File: src/rtl/mgnt_reg_resp_pkg.sv
// Shared management-bus definitions: address map, FSM encoding and decode helpers
// used by the register responder and its bus interface.
package mgnt_reg_resp_pkg;

  localparam int ADDR_W    = 8;
  localparam int BYTE_W    = 8;
  localparam int REG_COUNT = 8;
  localparam int IDX_W     = $clog2(REG_COUNT);

  localparam logic [ADDR_W-1:0] CTRL_BASE = 8'h00;
  localparam logic [ADDR_W-1:0] STAT_BASE = 8'h10;

  typedef enum logic [2:0] {
    ST_IDLE    = 3'd0,
    ST_RD_SEND = 3'd1,
    ST_WR_RECV = 3'd2,
    ST_ACK     = 3'd3,
    ST_RELEASE = 3'd4
  } state_e;

  // True when addr falls inside the REG_COUNT-entry window starting at base.
  function automatic logic in_window(input logic [ADDR_W-1:0] addr,
                                     input logic [ADDR_W-1:0] base);
    return (addr >= base) && ((addr - base) < ADDR_W'(REG_COUNT));
  endfunction

  function automatic logic [IDX_W-1:0] win_index(input logic [ADDR_W-1:0] addr,
                                                 input logic [ADDR_W-1:0] base);
    return IDX_W'(addr - base);
  endfunction

  function automatic logic [REG_COUNT-1:0] onehot(input logic [IDX_W-1:0] idx);
    return REG_COUNT'(1) << idx;
  endfunction

endpackage

File: src/rtl/mgnt_reg_resp_if.sv
// Byte-serial management request/response bus between the hub (master)
// and a register target (slave).
interface mgnt_reg_resp_if;
  import mgnt_reg_resp_pkg::*;

  logic              sys_req_valid;
  logic              sys_req_wr;
  logic [ADDR_W-1:0] sys_req_addr;
  logic              sys_req_ack;
  logic [BYTE_W-1:0] sys_req_data;
  logic              sys_req_data_valid;
  logic [BYTE_W-1:0] sys_resp_data;
  logic              sys_resp_data_valid;

  modport master (
    output sys_req_valid, sys_req_wr, sys_req_addr, sys_req_data, sys_req_data_valid,
    input  sys_req_ack, sys_resp_data, sys_resp_data_valid
  );

  modport slave (
    input  sys_req_valid, sys_req_wr, sys_req_addr, sys_req_data, sys_req_data_valid,
    output sys_req_ack, sys_resp_data, sys_resp_data_valid
  );

endinterface

File: src/rtl/mgnt_reg_resp.sv
// Management register target: eight RW control words and eight RO status words,
// transferred MSB byte first over the byte-serial request/response bus.
module mgnt_reg_resp
  import mgnt_reg_resp_pkg::*;
#(
  parameter int                        MGNT_REG_WIDTH = 32,
  parameter logic [MGNT_REG_WIDTH-1:0] CTRL_RST_VAL   = '0
) (
  input  logic                                clk,
  input  logic                                rst,
  mgnt_reg_resp_if.slave                      sys,
  output logic [REG_COUNT*MGNT_REG_WIDTH-1:0] ctrl_reg,
  output logic [REG_COUNT-1:0]                ctrl_wr_stb,
  input  logic [REG_COUNT*MGNT_REG_WIDTH-1:0] status_reg,
  output logic [REG_COUNT-1:0]                status_rd_stb
);

  localparam int NB   = MGNT_REG_WIDTH / BYTE_W;
  localparam int CW   = (NB > 1) ? $clog2(NB) : 1;
  localparam logic [CW-1:0] LAST = CW'(NB - 1);

  state_e                    r_state;
  logic [ADDR_W-1:0]         r_addr;
  logic                      r_wr;
  logic [CW-1:0]             r_cnt;
  logic [MGNT_REG_WIDTH-1:0] r_tx_shift;
  logic [MGNT_REG_WIDTH-1:0] r_rx_shift;
  logic [BYTE_W-1:0]         r_resp_data;
  logic                      r_resp_valid;
  logic                      r_ack;
  logic [REG_COUNT-1:0]      r_ctrl_wr_stb;
  logic [REG_COUNT-1:0]      r_status_rd_stb;
  logic [MGNT_REG_WIDTH-1:0] r_ctrl [REG_COUNT];

  logic                      w_req_stat_hit;
  logic                      w_req_ctrl_hit;
  logic                      w_wr_ctrl_hit;
  logic [MGNT_REG_WIDTH-1:0] w_rd_word;
  logic [MGNT_REG_WIDTH-1:0] w_rx_word;

  assign w_req_stat_hit = in_window(sys.sys_req_addr, STAT_BASE);
  assign w_req_ctrl_hit = in_window(sys.sys_req_addr, CTRL_BASE);
  assign w_wr_ctrl_hit  = r_wr && in_window(r_addr, CTRL_BASE);
  assign w_rx_word      = (r_rx_shift << BYTE_W) | MGNT_REG_WIDTH'(sys.sys_req_data);

  // NOTE: every always_comb output gets a default first so no path infers a latch.
  always_comb begin
    w_rd_word = '0;
    if (w_req_stat_hit)
      w_rd_word = status_reg[win_index(sys.sys_req_addr, STAT_BASE)*MGNT_REG_WIDTH +: MGNT_REG_WIDTH];
    else if (w_req_ctrl_hit)
      w_rd_word = r_ctrl[win_index(sys.sys_req_addr, CTRL_BASE)];
  end

  for (genvar g = 0; g < REG_COUNT; g++) begin : g_ctrl_flat
    assign ctrl_reg[g*MGNT_REG_WIDTH +: MGNT_REG_WIDTH] = r_ctrl[g];
  end

  assign sys.sys_req_ack         = r_ack;
  assign sys.sys_resp_data       = r_resp_data;
  assign sys.sys_resp_data_valid = r_resp_valid;
  assign ctrl_wr_stb             = r_ctrl_wr_stb;
  assign status_rd_stb           = r_status_rd_stb;

  // NOTE: sequential state uses non-blocking assignments only, so every register
  // samples pre-edge values regardless of statement order.
  always_ff @(posedge clk) begin
    if (!rst) begin
      r_state         <= ST_IDLE;
      r_addr          <= '0;
      r_wr            <= 1'b0;
      r_cnt           <= '0;
      r_tx_shift      <= '0;
      r_rx_shift      <= '0;
      r_resp_data     <= '0;
      r_resp_valid    <= 1'b0;
      r_ack           <= 1'b0;
      r_ctrl_wr_stb   <= '0;
      r_status_rd_stb <= '0;
      // NOTE: the control array is software-visible state, so it is reset
      // explicitly; it is a handful of flops, not a RAM.
      for (int i = 0; i < REG_COUNT; i++) r_ctrl[i] <= CTRL_RST_VAL;
    end else begin
      r_ack           <= 1'b0;
      r_ctrl_wr_stb   <= '0;
      r_status_rd_stb <= '0;

      unique case (r_state)
        ST_IDLE: begin
          if (sys.sys_req_valid) begin
            r_addr     <= sys.sys_req_addr;
            r_wr       <= sys.sys_req_wr;
            r_cnt      <= '0;
            r_rx_shift <= '0;
            if (!sys.sys_req_wr) begin
              r_resp_data  <= w_rd_word[MGNT_REG_WIDTH-1 -: BYTE_W];
              r_tx_shift   <= w_rd_word << BYTE_W;
              r_resp_valid <= 1'b1;
              if (w_req_stat_hit)
                r_status_rd_stb <= onehot(win_index(sys.sys_req_addr, STAT_BASE));
              r_state <= ST_RD_SEND;
            end else begin
              r_state <= ST_WR_RECV;
            end
          end
        end

        ST_RD_SEND: begin
          if (!sys.sys_req_valid) begin
            r_resp_valid <= 1'b0;
            r_resp_data  <= '0;
            r_tx_shift   <= '0;
            r_cnt        <= '0;
            r_state      <= ST_IDLE;
          end else if (r_cnt == LAST) begin
            r_resp_valid <= 1'b0;
            r_resp_data  <= '0;
            r_ack        <= 1'b1;
            r_state      <= ST_ACK;
          end else begin
            r_cnt       <= r_cnt + 1'b1;
            r_resp_data <= r_tx_shift[MGNT_REG_WIDTH-1 -: BYTE_W];
            r_tx_shift  <= r_tx_shift << BYTE_W;
          end
        end

        ST_WR_RECV: begin
          if (!sys.sys_req_valid) begin
            r_cnt      <= '0;
            r_rx_shift <= '0;
            r_state    <= ST_IDLE;
          end else if (sys.sys_req_data_valid) begin
            r_rx_shift <= w_rx_word;
            if (r_cnt == LAST) begin
              // RO and unmapped targets still complete, but leave no trace.
              if (w_wr_ctrl_hit) begin
                r_ctrl[win_index(r_addr, CTRL_BASE)] <= w_rx_word;
                r_ctrl_wr_stb <= onehot(win_index(r_addr, CTRL_BASE));
              end
              r_cnt   <= '0;
              r_ack   <= 1'b1;
              r_state <= ST_ACK;
            end else begin
              r_cnt <= r_cnt + 1'b1;
            end
          end
        end

        ST_ACK: r_state <= ST_RELEASE;

        ST_RELEASE: begin
          if (!sys.sys_req_valid) r_state <= ST_IDLE;
        end

        default: r_state <= ST_IDLE;
      endcase
    end
  end

endmodule

File: src/flat_wrapper.sv
// flat-port wrapper written by rule: the top's interface ports become plain ports
module mgnt_reg_resp_flat import mgnt_reg_resp_pkg::*;
#(
  parameter int                        MGNT_REG_WIDTH = 32,
  parameter logic [MGNT_REG_WIDTH-1:0] CTRL_RST_VAL   = '0
)
  (clk, rst, ctrl_reg, ctrl_wr_stb, status_reg, status_rd_stb, sys_sys_req_valid, sys_sys_req_wr, sys_sys_req_addr, sys_sys_req_data, sys_sys_req_data_valid, sys_sys_req_ack, sys_sys_resp_data, sys_sys_resp_data_valid);
  mgnt_reg_resp_if sys_i ();
  input  logic clk;
  input  logic rst;
  output logic [REG_COUNT*MGNT_REG_WIDTH-1:0] ctrl_reg;
  output logic [REG_COUNT-1:0] ctrl_wr_stb;
  input  logic [REG_COUNT*MGNT_REG_WIDTH-1:0] status_reg;
  output logic [REG_COUNT-1:0] status_rd_stb;
  input wire logic [$bits(sys_i.sys_req_valid)-1:0] sys_sys_req_valid;
  input wire logic [$bits(sys_i.sys_req_wr)-1:0] sys_sys_req_wr;
  input wire logic [$bits(sys_i.sys_req_addr)-1:0] sys_sys_req_addr;
  input wire logic [$bits(sys_i.sys_req_data)-1:0] sys_sys_req_data;
  input wire logic [$bits(sys_i.sys_req_data_valid)-1:0] sys_sys_req_data_valid;
  output wire logic [$bits(sys_i.sys_req_ack)-1:0] sys_sys_req_ack;
  output wire logic [$bits(sys_i.sys_resp_data)-1:0] sys_sys_resp_data;
  output wire logic [$bits(sys_i.sys_resp_data_valid)-1:0] sys_sys_resp_data_valid;
  assign sys_i.sys_req_valid = sys_sys_req_valid;
  assign sys_i.sys_req_wr = sys_sys_req_wr;
  assign sys_i.sys_req_addr = sys_sys_req_addr;
  assign sys_i.sys_req_data = sys_sys_req_data;
  assign sys_i.sys_req_data_valid = sys_sys_req_data_valid;
  assign sys_sys_req_ack = sys_i.sys_req_ack;
  assign sys_sys_resp_data = sys_i.sys_resp_data;
  assign sys_sys_resp_data_valid = sys_i.sys_resp_data_valid;
  mgnt_reg_resp #(.MGNT_REG_WIDTH(MGNT_REG_WIDTH), .CTRL_RST_VAL(CTRL_RST_VAL)) u_core (.clk(clk), .rst(rst), .sys(sys_i), .ctrl_reg(ctrl_reg), .ctrl_wr_stb(ctrl_wr_stb), .status_reg(status_reg), .status_rd_stb(status_rd_stb));
endmodule
File: config.mk
export PLATFORM = sky130hd
export DESIGN_NAME = mgnt_reg_resp_flat
export DESIGN_NICKNAME = d
export VERILOG_FILES = /design/src/rtl/mgnt_reg_resp_pkg.sv /design/src/rtl/mgnt_reg_resp_if.sv /design/src/rtl/mgnt_reg_resp.sv /design/src/flat_wrapper.sv
export SDC_FILE = /design/constraint.sdc
export NUM_CORES = 1
export LEC_CHECK = 0
export ABC_CLOCK_PERIOD_IN_PS = 6800
export CELL_PAD_IN_SITES_DETAIL_PLACEMENT = 2
export CELL_PAD_IN_SITES_GLOBAL_PLACEMENT = 2
export CORE_ASPECT_RATIO = 1.25
export CORE_UTILIZATION = 34
export CTS_BUF_LIST = sky130_fd_sc_hd__clkbuf_4
export DETAILED_ROUTE_END_ITERATION = 10
export PLACE_DENSITY = 0.86
export SLEW_MARGIN = 20
export SYNTH_ARGS = -nofsm -noshare
export SYNTH_HDL_FRONTEND = slang
export SYNTH_SLANG_ARGS = --single-unit
File: constraint.sdc
create_clock -name clk -period 6.8 [get_ports clk]
set_input_delay 1.7 -clock clk [delete_from_list [all_inputs] [get_ports clk]]
set_output_delay 1.7 -clock clk [all_outputs]
set_load 0.01 [all_outputs]
placement_by_type.png
(1.5 px per um) Fill, decap, tap and diode cells in gray.
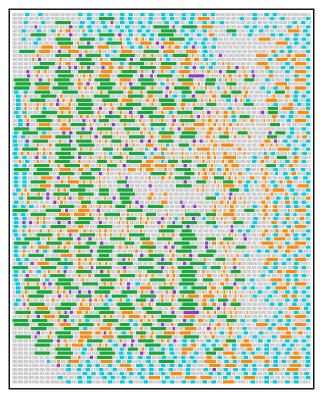
Orange is combinational and other logic, cells 795, share of their area 31%. Cyan is remaining buffers and delay cells, cells 579, share of their area 24%. Purple is clock drivers and dummy loads, cells 168, share of their area 5.1%. Green is sequential cells, cells 344, share of their area 40%.

clk_routes.png
(2 px per um)
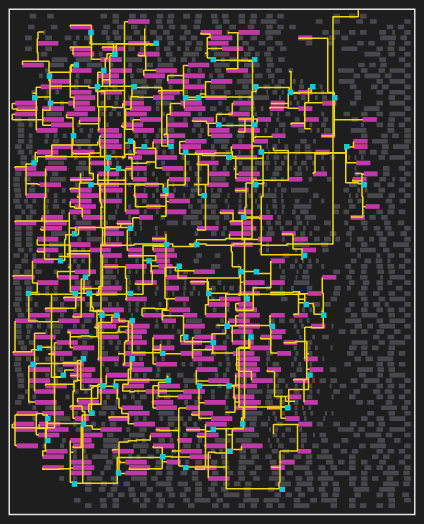
Yellow is clock wires, length 6,120 um. Magenta is flip-flops, count 344. Cyan is clock drivers, count 90.
There are 91 routed clock nets.

cell_density.png
(1 px per um) The die is cut into 20 by 25 equal tiles; black is low, pale yellow is high, 0 to 100% covered.
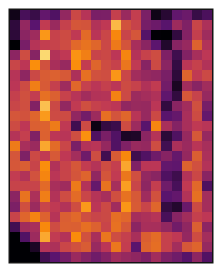
The emptiest ninth of the die: upper right. 3.6% of the tiles are over 75% full. The fullest tile reaches 92%.

clocks.png
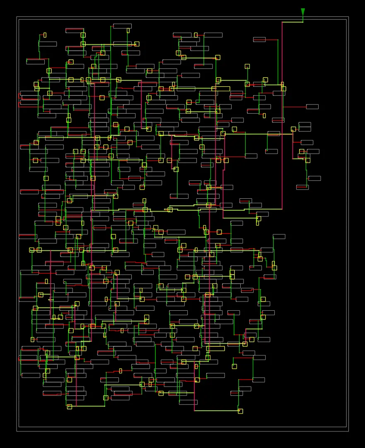
Power Clock: 1.96 mW
clkbuf count: 135
Clock Sinks: 344
TritonCTS Buffers: 90
Flops: 344

==> flow_summary.toml <==
# implementation run metrics
[layout]
antenna_cells = 4
layout_top_cell = "clkdlybuf4s50_1"
buffers = 579
comb_share_pct = 29.5
nMultiInputCombCells = 787
comb_area_mm2 = 0.00721
drive_gt1_share_pct = 19.7
stdcell_count = 2541
largestRegisters = "u_core.r_ctrl (256), u_core.r_rx_shift (24), u_core.r_tx_shift (24)"
area_growth_pct = 43.9
sh_seq_area_pct = 38.7
final_layout_top_logic_cells = "clkdlybuf4s50_1, and2_1, edfxtp_1"
final_util_pct = 49.6
seq_area_mm2 = 0.00945
final-clk-cell-share_pct = 4.91
stdcell_area_mm2 = 0.0244
largest_class = "registers"

[power]
power.density_mw_per_mm2 = 214
seq_power_share_pct = 46.4
top_power_group = "sequential cells"
p_leak_nw = 8.71
ir_worst_vdd_mv = 0.123
p_switching_mw = 1.47
comb_cell_power_mw = 0.843
intPower_mw = 3.76
combPwrFrac_pct = 16.1

[drt]
drc = 0
top_layer = "met5"
totalWireLength_um = 80500
dr_total_vias = 13835
met2_length_um = 43900
drt_pass1_iterations = 5

[synth]
netlist_instances = 1239
synth.area.mux_share_pct = 20.3
yosysChipArea_mm2 = 0.0170
ys_warn_count = 0
enable_flop_cells = 256
simple_gate_share_pct = 15.4
xor_area_share_pct = 0.0516
ys_top_cells_by_count = "and2_1, edfxtp_1, mux4_2"
fp_nets = 1517
logic_family = "multiplexers"
yosysUniqueCellTypes = 51
yosysTopAreaCell = "edfxtp_1"
top_cells_by_area = "edfxtp_1, mux4_2, dfxtp_1"
avgSynthCellArea_um2 = 13.7
synth_flops = 344
syn_area_mm2 = 0.0170
postSynthSeqShare_pct = 55.6

[grt]
grt_overflow = 0
grt_usage_pct = 31.2
grt_max_degree = 72
grt_pass1_wl_um = 114000

[timing]
rsz0062_at_grt = "false"
report.final.slew_viol_count = 0
fin_skew_ns = 0.0622
final_hold_viol_count = 0
clock.fmax_mhz = 208
setup_viol = 0
worst_slew_pin_slew_ns = 1.18

[worst_setup_path]
crit_path_start = "sys_sys_req_valid"
crit_buf_inv = 3
crit_family = "simple AND/OR/NAND/NOR gates"
crit_chain = "clkdlybuf4s50_1 > nor4bb_4 > buf_4 > nand4_4 > nor3_4 > buf_4 > nand2b_2"
r2r-start = "u_core.r_state[1]"
crit_cells = 7
cp_slowest_cell = "nand2b_2"
reg2reg_slack_ns = 2.79
r2r_cells = 6
path_class = "primary input to flop"
startpoint_type = "primary input"

[floorplanning]
floorplan.core_util_pct = 34.5
chipHeight_um = 252
die_area_mm2 = 0.0509
die-width_um = 202
core_area_mm2 = 0.0493
well_tap_count = 651
fp-row-count = 91

[clock_tree]
cts.repair.resized = 0
clockRootBuffer = "clkbuf_4"
clock.latency.late_pin_ns = 0.84
cts_buffer_depth = 3
htreeDepth = 3

[placement]
port_buffers = 558
dpl.hpwl_um = 59000
routabilityCongestion = 0.889

[job]
drv_cap = 0
openroad.warnings = 27

[min_path]
min_path_cells = 2
hold_class = "flop to flop"

[status]
outcome = "finished, final reports clean"
No activity file was given, so power comes from the tool's default toggle rates.
